[config.mk]
export PLATFORM = sky130hd
export DESIGN_NAME = muldiv_unit
export DESIGN_NICKNAME = d
export VERILOG_FILES = /design/src/rtl/muldiv_pkg.sv /design/src/rtl/muldiv_step.sv /design/src/rtl/muldiv_unit.sv
export SDC_FILE = /design/constraint.sdc
export NUM_CORES = 1
export LEC_CHECK = 0
export CAP_MARGIN = 20
export CORE_MARGIN = 2
export CORE_UTILIZATION = 50
export DETAILED_ROUTE_END_ITERATION = 16
export PLACE_DENSITY = 0.74
export SKIP_CTS_REPAIR_TIMING = 1
export SLEW_MARGIN = 20
export SYNTH_ARGS = -nofsm -noshare
export SYNTH_HDL_FRONTEND = slang
export SYNTH_HIERARCHICAL = 1
export SYNTH_SLANG_ARGS = --single-unit
export TNS_END_PERCENT = 100
[constraint.sdc]
create_clock -name clock -period 4.5 [get_ports clock]
set_input_delay 0.45 -clock clock [delete_from_list [all_inputs] [get_ports clock]]
set_output_delay 0.45 -clock clock [all_outputs]
set_load 0.03 [all_outputs]
[src/rtl/muldiv_pkg.sv]
// rtl/muldiv_pkg.sv - shared operation and state encodings for the multiply/divide unit
package muldiv_pkg;

  typedef enum logic [1:0] {
    OP_MULT  = 2'b00,
    OP_MULTU = 2'b01,
    OP_DIV   = 2'b10,
    OP_DIVU  = 2'b11
  } muldiv_op_e;

  typedef enum logic [1:0] {
    IDLE,
    RUN,
    FIX,
    DONE
  } muldiv_state_e;

  function automatic logic op_is_signed(input logic [1:0] op);
    return (op == OP_MULT) || (op == OP_DIV);
  endfunction

endpackage

[src/rtl/muldiv_step.sv]
// rtl/muldiv_step.sv - WIDTH+1 bit add/subtract step; borrow is carry-out when adding
module muldiv_step #(
  parameter int WIDTH = 32
) (
  input  logic             sub,
  input  logic [WIDTH:0]   x,
  input  logic [WIDTH:0]   y,
  output logic [WIDTH:0]   sum,
  output logic             borrow
);

  logic [WIDTH+1:0] full;

  assign full   = {1'b0, x} + {1'b0, (sub ? ~y : y)} + {{(WIDTH+1){1'b0}}, sub};
  assign sum    = full[WIDTH:0];
  assign borrow = sub ? ~full[WIDTH+1] : full[WIDTH+1];

endmodule

[src/rtl/muldiv_unit.sv]
// rtl/muldiv_unit.sv - iterative MULT/MULTU/DIV/DIVU unit, one bit per cycle into HI/LO
module muldiv_unit
  import muldiv_pkg::*;
#(
  parameter int WIDTH = 32
) (
  input  logic             clock,
  input  logic             reset,
  input  logic             start,
  input  logic [1:0]       op,
  input  logic [WIDTH-1:0] a,
  input  logic [WIDTH-1:0] b,
  input  logic             flush,
  output logic             busy,
  output logic             done,
  output logic [WIDTH-1:0] hi,
  output logic [WIDTH-1:0] lo,
  output logic             div_by_zero
);

  localparam int CW = $clog2(WIDTH);
  localparam int PW = 2 * WIDTH;

  muldiv_state_e    state_q, state_d;
  muldiv_op_e       op_q;
  logic [WIDTH-1:0] mcand_q;
  logic [PW-1:0]    prod_q, prod_d, prod_neg;
  logic [CW-1:0]    cnt_q;
  logic             neg_quo_q, neg_rem_q, zero_q;
  logic             is_div, accept, sgn, last;
  logic [WIDTH-1:0] abs_a, abs_b, fix_hi, fix_lo;
  logic [WIDTH:0]   step_x, step_y, step_sum;
  logic             step_borrow;

  assign is_div = (op_q == OP_DIV) || (op_q == OP_DIVU);
  assign accept = (state_q == IDLE) && start && !flush;
  assign sgn    = op_is_signed(op);
  assign abs_a  = (sgn && a[WIDTH-1]) ? -a : a;
  assign abs_b  = (sgn && b[WIDTH-1]) ? -b : b;
  assign last   = (cnt_q == CW'(WIDTH - 1));

  // prod_q holds {product} for multiply and {remainder, dividend/quotient} for divide
  assign step_x = is_div ? prod_q[PW-1:WIDTH-1] : {1'b0, prod_q[PW-1:WIDTH]};
  assign step_y = {1'b0, mcand_q};

  muldiv_step #(.WIDTH(WIDTH)) u_step (
    .sub    (is_div),
    .x      (step_x),
    .y      (step_y),
    .sum    (step_sum),
    .borrow (step_borrow)
  );

  always_comb begin
    prod_d = prod_q;
    if (is_div)
      prod_d = {(step_borrow ? prod_q[PW-2:WIDTH-1] : step_sum[WIDTH-1:0]),
                prod_q[WIDTH-2:0], ~step_borrow};
    else if (prod_q[0])
      prod_d = {step_sum, prod_q[WIDTH-1:1]};
    else
      prod_d = {1'b0, prod_q[PW-1:1]};
  end

  assign prod_neg = ~prod_q + PW'(1);

  // A zero divisor leaves remainder = |a|, so the sign fix alone restores hi = a
  always_comb begin
    fix_hi = prod_q[PW-1:WIDTH];
    fix_lo = prod_q[WIDTH-1:0];
    if (is_div) begin
      if (neg_rem_q) fix_hi = -prod_q[PW-1:WIDTH];
      if (zero_q)         fix_lo = '1;
      else if (neg_quo_q) fix_lo = -prod_q[WIDTH-1:0];
    end else if (neg_quo_q) begin
      fix_hi = prod_neg[PW-1:WIDTH];
      fix_lo = prod_neg[WIDTH-1:0];
    end
  end

  always_comb begin
    state_d = state_q;
    busy    = 1'b0;
    done    = 1'b0;
    case (state_q)
      IDLE: if (start && !flush) state_d = RUN;
      RUN: begin
        busy = 1'b1;
        if (flush)     state_d = IDLE;
        else if (last) state_d = FIX;
      end
      FIX: begin
        busy    = 1'b1;
        state_d = flush ? IDLE : DONE;
      end
      DONE: begin
        done    = 1'b1;
        state_d = IDLE;
      end
      default: state_d = IDLE;
    endcase
  end

  always_ff @(posedge clock) begin
    if (reset) begin
      state_q     <= IDLE;
      op_q        <= OP_MULT;
      mcand_q     <= '0;
      prod_q      <= '0;
      cnt_q       <= '0;
      neg_quo_q   <= 1'b0;
      neg_rem_q   <= 1'b0;
      zero_q      <= 1'b0;
      hi          <= '0;
      lo          <= '0;
      div_by_zero <= 1'b0;
    end else begin
      state_q <= state_d;
      if (accept) begin
        op_q      <= muldiv_op_e'(op);
        mcand_q   <= abs_b;
        prod_q    <= {{WIDTH{1'b0}}, abs_a};
        cnt_q     <= '0;
        neg_quo_q <= sgn && (a[WIDTH-1] ^ b[WIDTH-1]);
        neg_rem_q <= sgn && a[WIDTH-1];
        zero_q    <= (b == '0);
      end else if (state_q == RUN) begin
        prod_q <= prod_d;
        cnt_q  <= cnt_q + CW'(1);
      end else if (state_q == FIX && !flush) begin
        hi          <= fix_hi;
        lo          <= fix_lo;
        div_by_zero <= is_div && zero_q;
      end
    end
  end

endmodule

Figure 1. Congestion heat map (run 1).
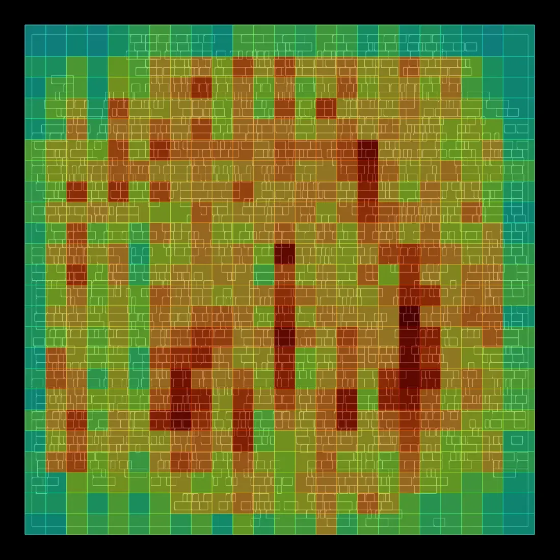
met1 routing resource usage after global routing: 42.71%
GRT met3 Usage: 2.876%

Figure 2. Cell area per tile (run 1).
(1.5 px per um) The die is cut into 17 by 17 equal tiles; white is low, dark blue is high, 0 to 100% covered.
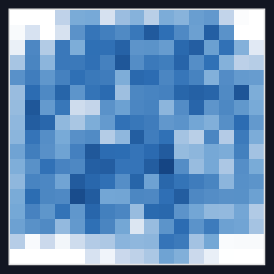
mean over tiles = 54%
nearly empty tiles = 5.2%
tiles over 75% full = 15%
fullest tile = 92%
Post-Route Utilization: 58.57%
Core ar.: 26880 um2
Initial Utilization: 50.73%

==> flow_summary.toml, run 1 <==
# generated from flow reports
[status]
status = "finished clean"

[global_routing]
grt_usage_pct = 27.92
global_route_wire_length_before_repair_um = 64540
grt_pass1_vias = 11690
global_route.overflow_total = 0
grt_start_max_net_pins = 89
antenna_found_initial = 0

[critical_path]
setup.reg_to_reg.worst_slack_ns = 0.40
reg2reg_to = "prod_q[40]$_SDFFE_PP0P_"
cp_slowest_cell = "sky130_fd_sc_hd__dfxtp_4"
cp_slowest_stage_delay_ns = 0.56
critPathMaxFanout = 46
timing.critical_path.required_ns = 4.80
worst_ep_arrival_time_ns = 4.40
setup.worst_path.start = "op_q[1]$_SDFFE_PP0P_"
setup.worst_path.end_class = "flop"
startpoint_type = "flop"
setup.worst_path.end = "prod_q[40]$_SDFFE_PP0P_"
timing_worst_setup_path_type = "reg2reg"
timing.critical_path.cells = "buf_12, xor2_1, ha_1, a21oi_2, o21ai_2, a211o_1, o22a_1, a221o_1, a31oi_2, xnor2_4, buf_12, mux2i_1, a21oi_1, mux2i_1, nor2_1"
r2r_cell_count = 15
r2r_start = "op_q[1]$_SDFFE_PP0P_"

[timing]
slew_margin_rel_pct = 28.71
post-route-worst-setup-slack_ns = 0.3975
totalNegativeSetupSlack_ns = 0
timing_max_transition_violations_final = 0
worst_hold_slack_ns = 0.2849
report.final.setup_viol = 0
tightest_slew_ns = 1.069
fin_crit_sh_pct = 91.17
rsz0062_at_grt = "no"
timing.final.crit_period_ns = 4.103
report.final.hold_viol_count = 0
max_freq_mhz = 243.8

[synthesis]
netlist.area_leader.share_pct = 25.26
yosys-stat-area_um2 = 13630
synth_nets = 1853
synthFlopType = "sky130_fd_sc_hd__dfxtp_1"
ys_cells = 1739
synthDistinctLibCells = 96
synth_dominant_cell_count = "sky130_fd_sc_hd__nor2_1"
synthCells = 1739
area_leaders = "sky130_fd_sc_hd__dfxtp_1 25%, sky130_fd_sc_hd__xor2_1 7.5%, sky130_fd_sc_hd__mux2i_1 7.3%"
postSynth.asyncResetShare_pct = 0
synth.ff_latch_count = 172
syn_avg_cell_area_um2 = 7.840
netlist_area_before_placement_um2 = 13630
post_synth_top_cells = "216 x sky130_fd_sc_hd__nor2_1, 172 x sky130_fd_sc_hd__dfxtp_1, 125 x sky130_fd_sc_hd__nand2_1, 118 x sky130_fd_sc_hd__a21oi_1, 116 x sky130_fd_sc_hd__xor2_1"
yosys_warnings = 6
yosys.stat.seqShare_pct = 25.26
largest_area_cell = "sky130_fd_sc_hd__dfxtp_1"
enable_flop_cells = 0

[floorplan]
die_height_um = 169.1
design.portCount = 137
die.size.x_um = 169.1
rows = 60
chip_area_um2 = 28600

[hold_path]
min_path_type = "in2reg"
hold_path_depth = 2
hold_end = "hi[16]$_SDFFE_PP0P_"
hold_path_startpoint = "reset"

[route]
route.antenna.remaining_nets = 0
route.final.wire_length_um = 40650
vias = 13090
viasPerCell = 6.152
initial_drt_pass_iterations = 5
dr_wl_cell_um = 19.11
detailedRoute.firstIterationViolations = 1353
drc_errors = 0

[power_and_ir_drop]
power_top_consumer = "registers"
pwr-share-clk_pct = 31.6
p_int_w = 0.002965
power.net_switching_w = 0.001838
cellLeakagePower_nw = 5.819
power_switching_share_pct = 38.27
power_combinational_w = 0.00149
power_frac_comb_pct = 31.0
ir_drop_worst_case_vdd_uv = 218.3
power_density_nw_per_um2 = 305.1
pwr.group.sequential_w = 0.00179
p_seq_share_pct = 37.3

[placed_design]
dp_hpwl_um = 30080
dpl_cell_area_um2 = 15120
post-place-ws_ns = 0.3333
place.gp.congestion = 0.9788
place_inst = 2094
buffers_on_ports = 136

[clocking]
cts.root.buffer_cell = "sky130_fd_sc_hd__clkbuf_16"
path_clk_slew_ns = 0.07
clk_path_buf_depth = 2
cts-htree-levels = 4
clock_tree_from_tritoncts = "built"
numCtsBuffers = 17
clkSinkCount = 172
clock_insertion_delay_worst_skew_ns = 0.45

[final_layout]
antenna_cells = 0
nNetsFinal = 1887
area_growth_syn_to_layout_pct = 15.46
postLayoutCellArea_um2 = 15740
layoutNonFillerInstCount = 2127
post_route_cells_drive_above_1_share_pct = 9.183
final_layout_top_logic_cell = "sky130_fd_sc_hd__nor2_1"
most-common-layout-cells = "215 x sky130_fd_sc_hd__nor2_1, 170 x sky130_fd_sc_hd__dfxtp_1, 135 x sky130_fd_sc_hd__clkdlybuf4s50_1"

[flow_run]
stage_log_warnings = 30
max_cap_viol_count = 0
Figure 3. Clock network drawn from the DEF (run 1).
(3 px per um)
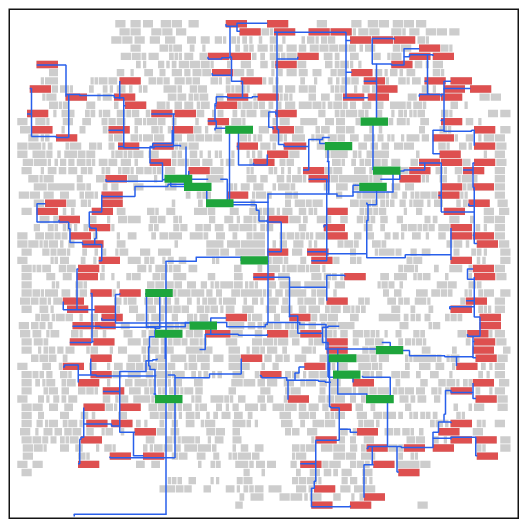
clock wires -> blue  # length 2460 um
flip-flops -> red  # count 172
clock drivers -> green  # count 17
flops lie = all over the die
routed clock nets = 18
Worst Clk Skew: 0.01297 ns
Clk power: 0.00152 W

-- run 1: logic make-up after synthesis --
logic type	synth area share [%]
adders and majority gates	4.093
buffers and inverters	5.690
AOI/OAI and AO/OA	23.16
DFF	25.26
other	0.02751
muxes	9.903
and+or+nand+nor	20.81
xor gates and xnor gates	11.05
-- run 1: metal layers --
| metal | track usage, % | part of all wire (%) |
|---|---|---|
| met3 | 2.876 | 6.8 |
| met1 | 42.71 | 49 |
| met5 | 0 | 0 |
| met4 | 7.135 | 2.1 |
| met2 | 41.58 | 42 |
-- run 1: flip-flops by register name (all words and copies together) (netlist names) --
| signal | cells |
|---|---|
| hi | 32 |
| op_q | 1 |
| neg_rem_q | 1 |
| state_q | 2 |
| lo | 32 |
| mcand_q | 32 |
| div_by_zero | 1 |
| neg_quo_q | 1 |
| zero_q | 1 |
| prod_q | 64 |
| cnt_q | 5 |
-- run 1: per-stage QoR --
| step | power [W] | util [%] |
|---|---|---|
| global route | 0.005035 | 58.57 |
| floorplan | 0.002864 | - |
| finish | 0.004802 | 58.57 |
| global placement | 0.003251 | 56.25 |
| CTS | 0.004778 | 58.47 |
| detailed placement | 0.003275 | 56.25 |
-- run 1: layout make-up --
cell class | instances | area (um2)
Fill cell | 2468 | 11140
Timing Repair Buffer | 172 | 1699
Clock buffer | 17 | 425.4
Multi-Input combinational cell | 1382 | 9464
Sequential cell | 172 | 3448
Tap cell | 341 | 426.7
Clock inverter | 15 | 171.4
Inverter | 28 | 105.1
-- run 1: worst max-delay path, delay by kind of cell, from the launching register on --
kind	cells	cell delay, ns
mux	2	0.35
xor+xnor	2	0.48
simple gates	1	0.06
compound gates	7	1.57
flops	1	0.56
fa+ha+maj	1	0.34
buf+inv	2	0.55
Figure 4. Floorplan with the power grid (run 1).
(3 px per um) Pins as bars on the die edge.
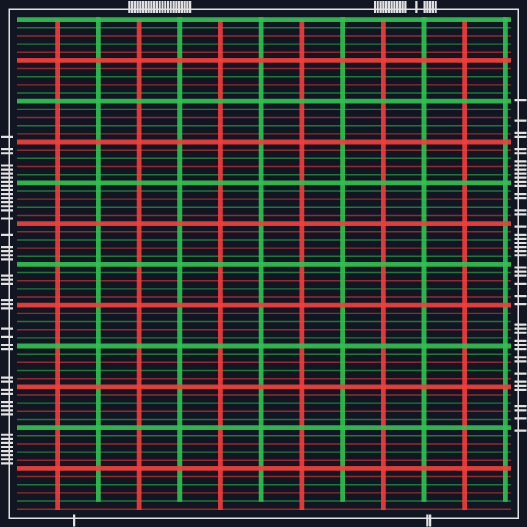

==> inputs of run 2 (changes only) <==
- PLACE_DENSITY: 0.74 -> 0.71
- SETUP_SLACK_MARGIN: default -> 0.05
- clock period: 4.5 -> 4.55 ns (I/O delays scaled with it)
Figure 5. Floorplan with the power grid (run 2).
(3 px per um) Pins as bars on the die edge.
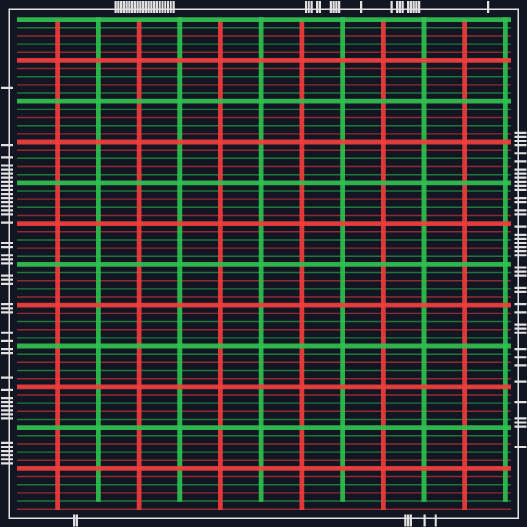
VDD -> green
VSS -> red
met5 straps = 12
rows = 60

Figure 6. Congestion heat map (run 2).
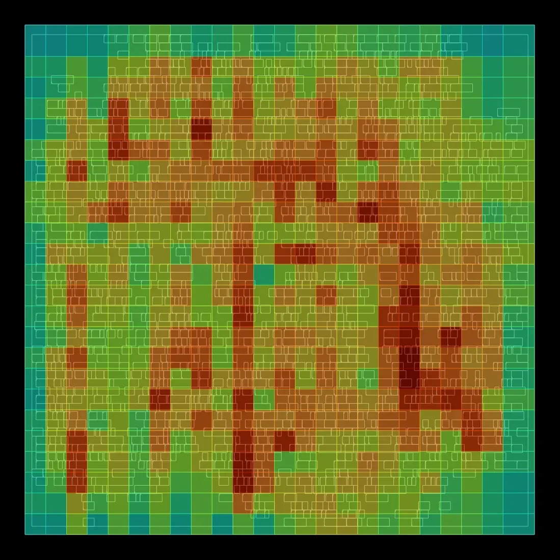
DR WL/cell: 18.87 um
Most Used Layer, Global Route: met2
met2 layer usage reported by global route: 41.58%

==> run 2 against run 1 <==
Against the previous run: fmax decreased by 2.6%; non-clock buffer count decreased by 5; critical path depth decreased by 1; area after synthesis unchanged; via count decreased by 1.1%; sequential power about the same; count of clock-buffer cells in the layout increased by 1; flip-flop count unchanged; first-iteration DRC count decreased by 11%; global-route usage decreased by 0.52 points; worst setup slack got worse by 0.059 ns; highest routed layer unchanged.
==> flow_summary.toml, run 2 <==
# generated from flow reports
[final_layout]
antenna_cells = 0
most-common-layout-cells = "215 x sky130_fd_sc_hd__nor2_1, 170 x sky130_fd_sc_hd__dfxtp_1, 135 x sky130_fd_sc_hd__clkdlybuf4s50_1"
largest_register = "prod_q"
area_growth_syn_to_layout_pct = 14.69
fill_cells = 2522
finalCoreUtilization_pct = 58.18
post_route_cells_drive_above_1_share_pct = 8.871
nNetsFinal = 1882
number_of_flip_flops_in_the_largest_register = 64
final_layout_top_logic_cell = "sky130_fd_sc_hd__nor2_1"
layoutNonFillerInstCount = 2122
postLayoutCellArea_um2 = 15640

[status]
status = "finished clean"

[hold_path]
min_path_type = "in2reg"
hold_path_startpoint = "reset"

[route]
detailedRoute.firstIterationViolations = 1203
wl_met3_um = 2549
initial_drt_pass_iterations = 5
routed.top_layer = "met4"
route.final.wire_length_um = 40040
drc_errors = 0
route.antenna.remaining_nets = 0
vias = 12940
route.met2.wl_um = 17260
viasPerCell = 6.099
wl_met1_um = 19540

[critical_path]
cp_slowest_cell = "sky130_fd_sc_hd__dfxtp_4"
timing_worst_setup_path_type = "reg2reg"
critPathMaxFanout = 43
worst_ep_arrival_time_ns = 4.49
cp_slowest_stage_delay_ns = 0.72
startpoint_type = "flop"
timing.critical_path.required_ns = 4.83
setup.worst_path.start = "op_q[1]$_SDFFE_PP0P_"
setup.reg_to_reg.worst_slack_ns = 0.34
critical_path_buf_inv_count = 1
critical_path.most_common_cell = "sky130_fd_sc_hd__mux2i_1"
setup.worst_path.end_class = "flop"
worst_path_dominant_cell_family = "AND-OR/OR-AND gates"
r2r_start = "op_q[1]$_SDFFE_PP0P_"
timing.critical_path.cells = "mux2_2, ha_1, a21oi_2, o21ai_2, a211o_1, o22a_1, a221o_1, a31oi_2, xnor2_2, buf_12, mux2i_1, a21oi_1, mux2i_1, nor2_1"

[placed_design]
place.gp.congestion = 0.9812
post-place-ws_ns = 0.3724
place_inst = 2090
dp_hpwl_um = 30110
buffers_on_ports = 136
dpl_cell_area_um2 = 15050

[power_and_ir_drop]
p_seq_share_pct = 37.9
power_top_consumer = "registers"
power_combinational_w = 0.00144
pwr.group.sequential_w = 0.00178
clock_power_w = 0.00148
power_density_nw_per_um2 = 300.4
total_power_w = 0.004697
power_frac_comb_pct = 30.7
cellLeakagePower_nw = 5.779
power.net_switching_w = 0.001742
power_switching_share_pct = 37.08
p_int_w = 0.002955
ir_drop_worst_case_vdd_uv = 208.3
pwr-share-clk_pct = 31.5

[floorplan]
chip_area_um2 = 28600
die.size.x_um = 169.1
core_area_um2 = 26880
initial_utilization_pct = 50.73
design.portCount = 137
die_height_um = 169.1
rows = 60

[global_routing]
global_route_wire_length_before_repair_um = 63510
grt_pass1_vias = 11730
grt_util_met1_pct = 40.93
grt_usage_pct = 27.40
antenna_found_initial = 0
grt.met3_usage_pct = 2.993
grt_start_max_net_pins = 96
global_route.overflow_total = 0

[synthesis]
enable_flop_cells = 0
area_leaders = "sky130_fd_sc_hd__dfxtp_1 25%, sky130_fd_sc_hd__xor2_1 7.5%, sky130_fd_sc_hd__mux2i_1 7.3%"
netlist.area_leader.share_pct = 25.26
post_synth_top_cells = "216 x sky130_fd_sc_hd__nor2_1, 172 x sky130_fd_sc_hd__dfxtp_1, 125 x sky130_fd_sc_hd__nand2_1, 118 x sky130_fd_sc_hd__a21oi_1, 116 x sky130_fd_sc_hd__xor2_1"
ys_cells = 1739
yosys_warnings = 6
postSynth.asyncResetShare_pct = 0
synthFlopType = "sky130_fd_sc_hd__dfxtp_1"
synthDistinctLibCells = 96
netlist_area_before_placement_um2 = 13630
largest_area_cell = "sky130_fd_sc_hd__dfxtp_1"
synth.ff_latch_count = 172
synthCells = 1739
synth_dominant_cell_count = "sky130_fd_sc_hd__nor2_1"
yosys-stat-area_um2 = 13630
syn_avg_cell_area_um2 = 7.840
synth_nets = 1853
yosys.stat.seqShare_pct = 25.26

[clocking]
cts-htree-levels = 4
path_clk_slew_ns = 0.07
clock_tree_from_tritoncts = "built"
clock_insertion_delay_worst_skew_ns = 0.43
clk_path_buf_depth = 2
numCtsBuffers = 17
cts.root.buffer_cell = "sky130_fd_sc_hd__clkbuf_16"
clkSinkCount = 172

[timing]
timing.final.crit_period_ns = 4.211
worst_clk_skew_ns = 0.01418
rsz0062_at_grt = "no"
fin_crit_sh_pct = 92.55
max_freq_mhz = 237.5
totalNegativeSetupSlack_ns = 0
post-route-worst-setup-slack_ns = 0.3390
worst_hold_slack_ns = 0.2952
slew_margin_rel_pct = 27.98
timing_max_transition_violations_final = 0
report.final.setup_viol = 0
report.final.hold_viol_count = 0
tightest_slew_ns = 1.078

[flow_run]
max_cap_viol_count = 0
stage_log_warnings = 30
-- run 2: layout make-up --
class                   count  area (um2)  share of cell area [%]
clock inverters            14       153.9                  0.9842
well taps                 341       426.7                   2.729
flip-flops and latches    172        3448                   22.05
multi-input cells        1382        9453                   60.45
inverters                  28       105.1                  0.6722
clock buffers              18       429.2                   2.745
repair buffers            167        1620                   10.36
-- run 2: final timing paths --
| check | to | depth (start not counted) |
|---|---|---|
| worst max-delay path | prod_q[35]$_SDFFE_PP0P_ | 14 |
| worst max register to register | prod_q[35]$_SDFFE_PP0P_ | 14 |
| worst min register to register | hi[4]$_SDFFE_PP0P_ | 2 |
| worst min-delay path | hi[8]$_SDFFE_PP0P_ | 2 |
-- run 2: kinds of logic after synthesis --
logic type,Yosys count,share of synthesized area (%)
AOI/OAI and AO/OA,466,23.16
xor gates and xnor gates,172,11.05
adders and majority gates,44,4.093
buffers and inverters,185,5.690
DFF,172,25.26
muxes,130,9.903
other,1,0.02751
and+or+nand+nor,569,20.81
-- run 2: worst register-to-register path: stages, from the launching register on --
cell and delay (ns):
sky130_fd_sc_hd__dfxtp_4 0.72, sky130_fd_sc_hd__mux2_2 0.42, sky130_fd_sc_hd__ha_1 0.40, sky130_fd_sc_hd__a21oi_2 0.27, sky130_fd_sc_hd__o21ai_2 0.10, sky130_fd_sc_hd__a211o_1 0.29, sky130_fd_sc_hd__o22a_1 0.20, sky130_fd_sc_hd__a221o_1 0.40
sky130_fd_sc_hd__a31oi_2 0.25, sky130_fd_sc_hd__xnor2_2 0.20, sky130_fd_sc_hd__buf_12 0.28, sky130_fd_sc_hd__mux2i_1 0.24, sky130_fd_sc_hd__a21oi_1 0.09, sky130_fd_sc_hd__mux2i_1 0.15, sky130_fd_sc_hd__nor2_1 0.05
==> inputs of run 3 (changes only) <==
==> constraint.sdc (replaced) <==
create_clock -name clock -period 4.55 [get_ports clock]
set_input_delay 0.455 -clock clock [delete_from_list [all_inputs] [get_ports clock]]
set_output_delay 0.455 -clock clock [all_outputs]
set_load 0.02 [all_outputs]
Figure 7. The metal 4 layer (run 3).
(2 px per um)
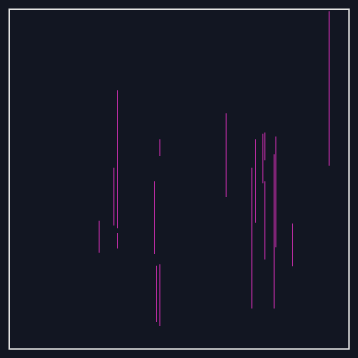
nets with wire on the layer = 16
longest straight run = 76.8 um
number of vias in the routed layout: 12940
routed wire length: 40040 um

Figure 8. Clock network drawn from the DEF (run 3).
(3 px per um)
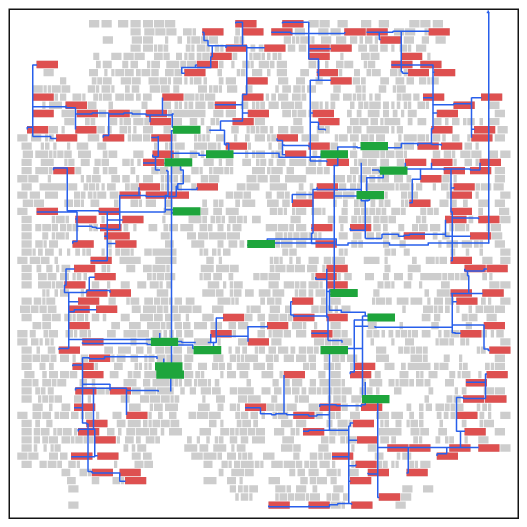
clock drivers -> green  # count 17
clock wires -> blue  # length 2370 um
flip-flops -> red  # count 172
routed clock nets = 18
flops lie = all over the die
clock share of power: 31.5%
Worst Clk Skew: 0.01418 ns

==> run 3 against run 2 <==
Against the previous run: area after synthesis unchanged; die size unchanged; cell count unchanged; global-route usage unchanged; critical path type unchanged; largest cell class unchanged.
==> flow_summary.toml, run 3 <==
# generated from flow reports
[status]
status = "finished clean"

[route]
viasPerCell = 6.099
initial_drt_pass_iterations = 5
dr_wl_cell_um = 18.87
drc_errors = 0
detailedRoute.firstIterationViolations = 1203
route.antenna.remaining_nets = 0

[flow_run]
stage_log_warnings = 30
max_cap_viol_count = 0

[timing]
slew_margin_rel_pct = 27.98
post-route-worst-setup-slack_ns = 0.3390
report.final.hold_viol_count = 0
rsz0062_at_grt = "no"
tightest_slew_ns = 1.078
totalNegativeSetupSlack_ns = 0
timing.final.crit_period_ns = 4.211
fin_crit_sh_pct = 92.55
max_freq_mhz = 237.5
timing_max_transition_violations_final = 0
report.final.setup_viol = 0

[hold_path]
hold_path_depth = 2
min_path_type = "in2reg"
hold_path_startpoint = "reset"
hold_end = "hi[8]$_SDFFE_PP0P_"

[critical_path]
timing.critical_path.cells = "mux2_2, ha_1, a21oi_2, o21ai_2, a211o_1, o22a_1, a221o_1, a31oi_2, xnor2_2, buf_12, mux2i_1, a21oi_1, mux2i_1, nor2_1"
path_depth = 14
reg2reg_to = "prod_q[35]$_SDFFE_PP0P_"
critical_path_buf_inv_count = 1
setup.worst_path.start = "op_q[1]$_SDFFE_PP0P_"
r2r_cell_count = 14
startpoint_type = "flop"
cp_slowest_cell = "sky130_fd_sc_hd__dfxtp_4"
setup.reg_to_reg.worst_slack_ns = 0.34
critPathMaxFanout = 43
worst_path_dominant_cell_family = "AND-OR/OR-AND gates"
cp_slowest_stage_delay_ns = 0.72
critical_path.most_common_cell = "sky130_fd_sc_hd__mux2i_1"
r2r_start = "op_q[1]$_SDFFE_PP0P_"
worst_ep_arrival_time_ns = 4.49
timing.critical_path.required_ns = 4.83
timing_worst_setup_path_type = "reg2reg"
setup.worst_path.end = "prod_q[35]$_SDFFE_PP0P_"
setup.worst_path.end_class = "flop"

[clocking]
cts.root.buffer_cell = "sky130_fd_sc_hd__clkbuf_16"
numCtsBuffers = 17
clk_path_buf_depth = 2
clock_insertion_delay_worst_skew_ns = 0.43
cts-htree-levels = 4
path_clk_slew_ns = 0.07
clock_tree_from_tritoncts = "built"
clkSinkCount = 172

[final_layout]
number_of_flip_flops_in_the_largest_register = 64
fill_cells = 2522
most-common-layout-cells = "215 x sky130_fd_sc_hd__nor2_1, 170 x sky130_fd_sc_hd__dfxtp_1, 135 x sky130_fd_sc_hd__clkdlybuf4s50_1"
layoutNonFillerInstCount = 2122
largest_register = "prod_q"
final_layout_top_logic_cell = "sky130_fd_sc_hd__nor2_1"
antenna_cells = 0
finalCoreUtilization_pct = 58.18
post_route_cells_drive_above_1_share_pct = 8.871
postLayoutCellArea_um2 = 15640
area_growth_syn_to_layout_pct = 14.69
nNetsFinal = 1882

[synthesis]
post_synth_top_cells = "216 x sky130_fd_sc_hd__nor2_1, 172 x sky130_fd_sc_hd__dfxtp_1, 125 x sky130_fd_sc_hd__nand2_1, 118 x sky130_fd_sc_hd__a21oi_1, 116 x sky130_fd_sc_hd__xor2_1"
synthCells = 1739
yosys.stat.seqShare_pct = 25.26
largest_area_cell = "sky130_fd_sc_hd__dfxtp_1"
yosys_warnings = 6
synth_nets = 1853
enable_flop_cells = 0
area_leaders = "sky130_fd_sc_hd__dfxtp_1 25%, sky130_fd_sc_hd__xor2_1 7.5%, sky130_fd_sc_hd__mux2i_1 7.3%"
synthFlopType = "sky130_fd_sc_hd__dfxtp_1"
postSynth.asyncResetShare_pct = 0
syn_avg_cell_area_um2 = 7.840
netlist_area_before_placement_um2 = 13630
synth_dominant_cell_count = "sky130_fd_sc_hd__nor2_1"
synth.ff_latch_count = 172
netlist.area_leader.share_pct = 25.26
ys_cells = 1739
synthDistinctLibCells = 96
yosys-stat-area_um2 = 13630

[power_and_ir_drop]
ir_drop_worst_case_vdd_uv = 208.1
power_density_nw_per_um2 = 300.2
cellLeakagePower_nw = 5.779

[floorplan]
die.size.x_um = 169.1
die_height_um = 169.1
rows = 60
chip_area_um2 = 28600
design.portCount = 137
initial_utilization_pct = 50.73
core_area_um2 = 26880

[global_routing]
grt_start_max_net_pins = 96
grt_pass1_vias = 11730
grt_usage_pct = 27.40
global_route.overflow_total = 0
antenna_found_initial = 0
global_route_wire_length_before_repair_um = 63510

[placed_design]
post-place-ws_ns = 0.3724
dpl_cell_area_um2 = 15050
place.gp.congestion = 0.9812
dp_hpwl_um = 30110
place_inst = 2090
buffers_on_ports = 136
run 3: where the power goes:
part / internal, W / leakage (nW) / total, W / switching, W
logic: 0.000583 / 4.10 / 0.00144 / 0.000854
registers: 0.00159 / 1.40 / 0.00178 / 0.000185
clock network: 0.000778 / 0.281 / 0.00148 / 0.000700
total: 0.00296 / 5.78 / 0.00469 / 0.00174
run 3: kinds of logic (layout without fill, tap and decap cells):
| kind of cell | after synthesis | after routing | synth area share (%) |
|---|---|---|---|
| AND/OR/NAND/NOR | 569 | 569 | 20.81 |
| XOR/XNOR | 172 | 172 | 11.05 |
| buffers and inverters | 185 | 227 | 5.690 |
| adder cells (fa/ha/maj) | 44 | 44 | 4.093 |
| multiplexers | 130 | 130 | 9.903 |
| flip-flops | 172 | 172 | 25.26 |
| other | 1 | 1 | 0.02751 |
| AND-OR/OR-AND | 466 | 466 | 23.16 |
run 3: final cells by class:
class	instances	area (um2)	share of cell area (%)
Tap cell	341	426.7	2.729
Clock inverter	14	153.9	0.9842
Inverter	28	105.1	0.6722
Clock buffer	18	429.2	2.745
Multi-Input combinational cell	1382	9453	60.45
Sequential cell	172	3448	22.05
Timing Repair Buffer	167	1620	10.36
run 3: per-stage QoR:
| step | hold WS (ns) | power (W) |
|---|---|---|
| floorplan | 0.4434 | 0.002830 |
| global placement | 0.4356 | 0.003199 |
| detailed placement | 0.4431 | 0.003217 |
| CTS | 0.2777 | 0.004688 |
| global route | 0.3045 | 0.004933 |
| finish | 0.2952 | 0.004694 |
run 3: routing by layer:
| layer | GRT usage (%) | wire length, um | vias up |
|---|---|---|---|
| li1 | - | - | 6332 |
| met1 | 40.93 | 19540 | 6099 |
| met2 | 41.58 | 17260 | 470 |
| met3 | 2.993 | 2549 | 42 |
| met4 | 7.618 | 682 | 0 |
| met5 | 0 | 0 | - |
Power and IR drop assume default switching activity.
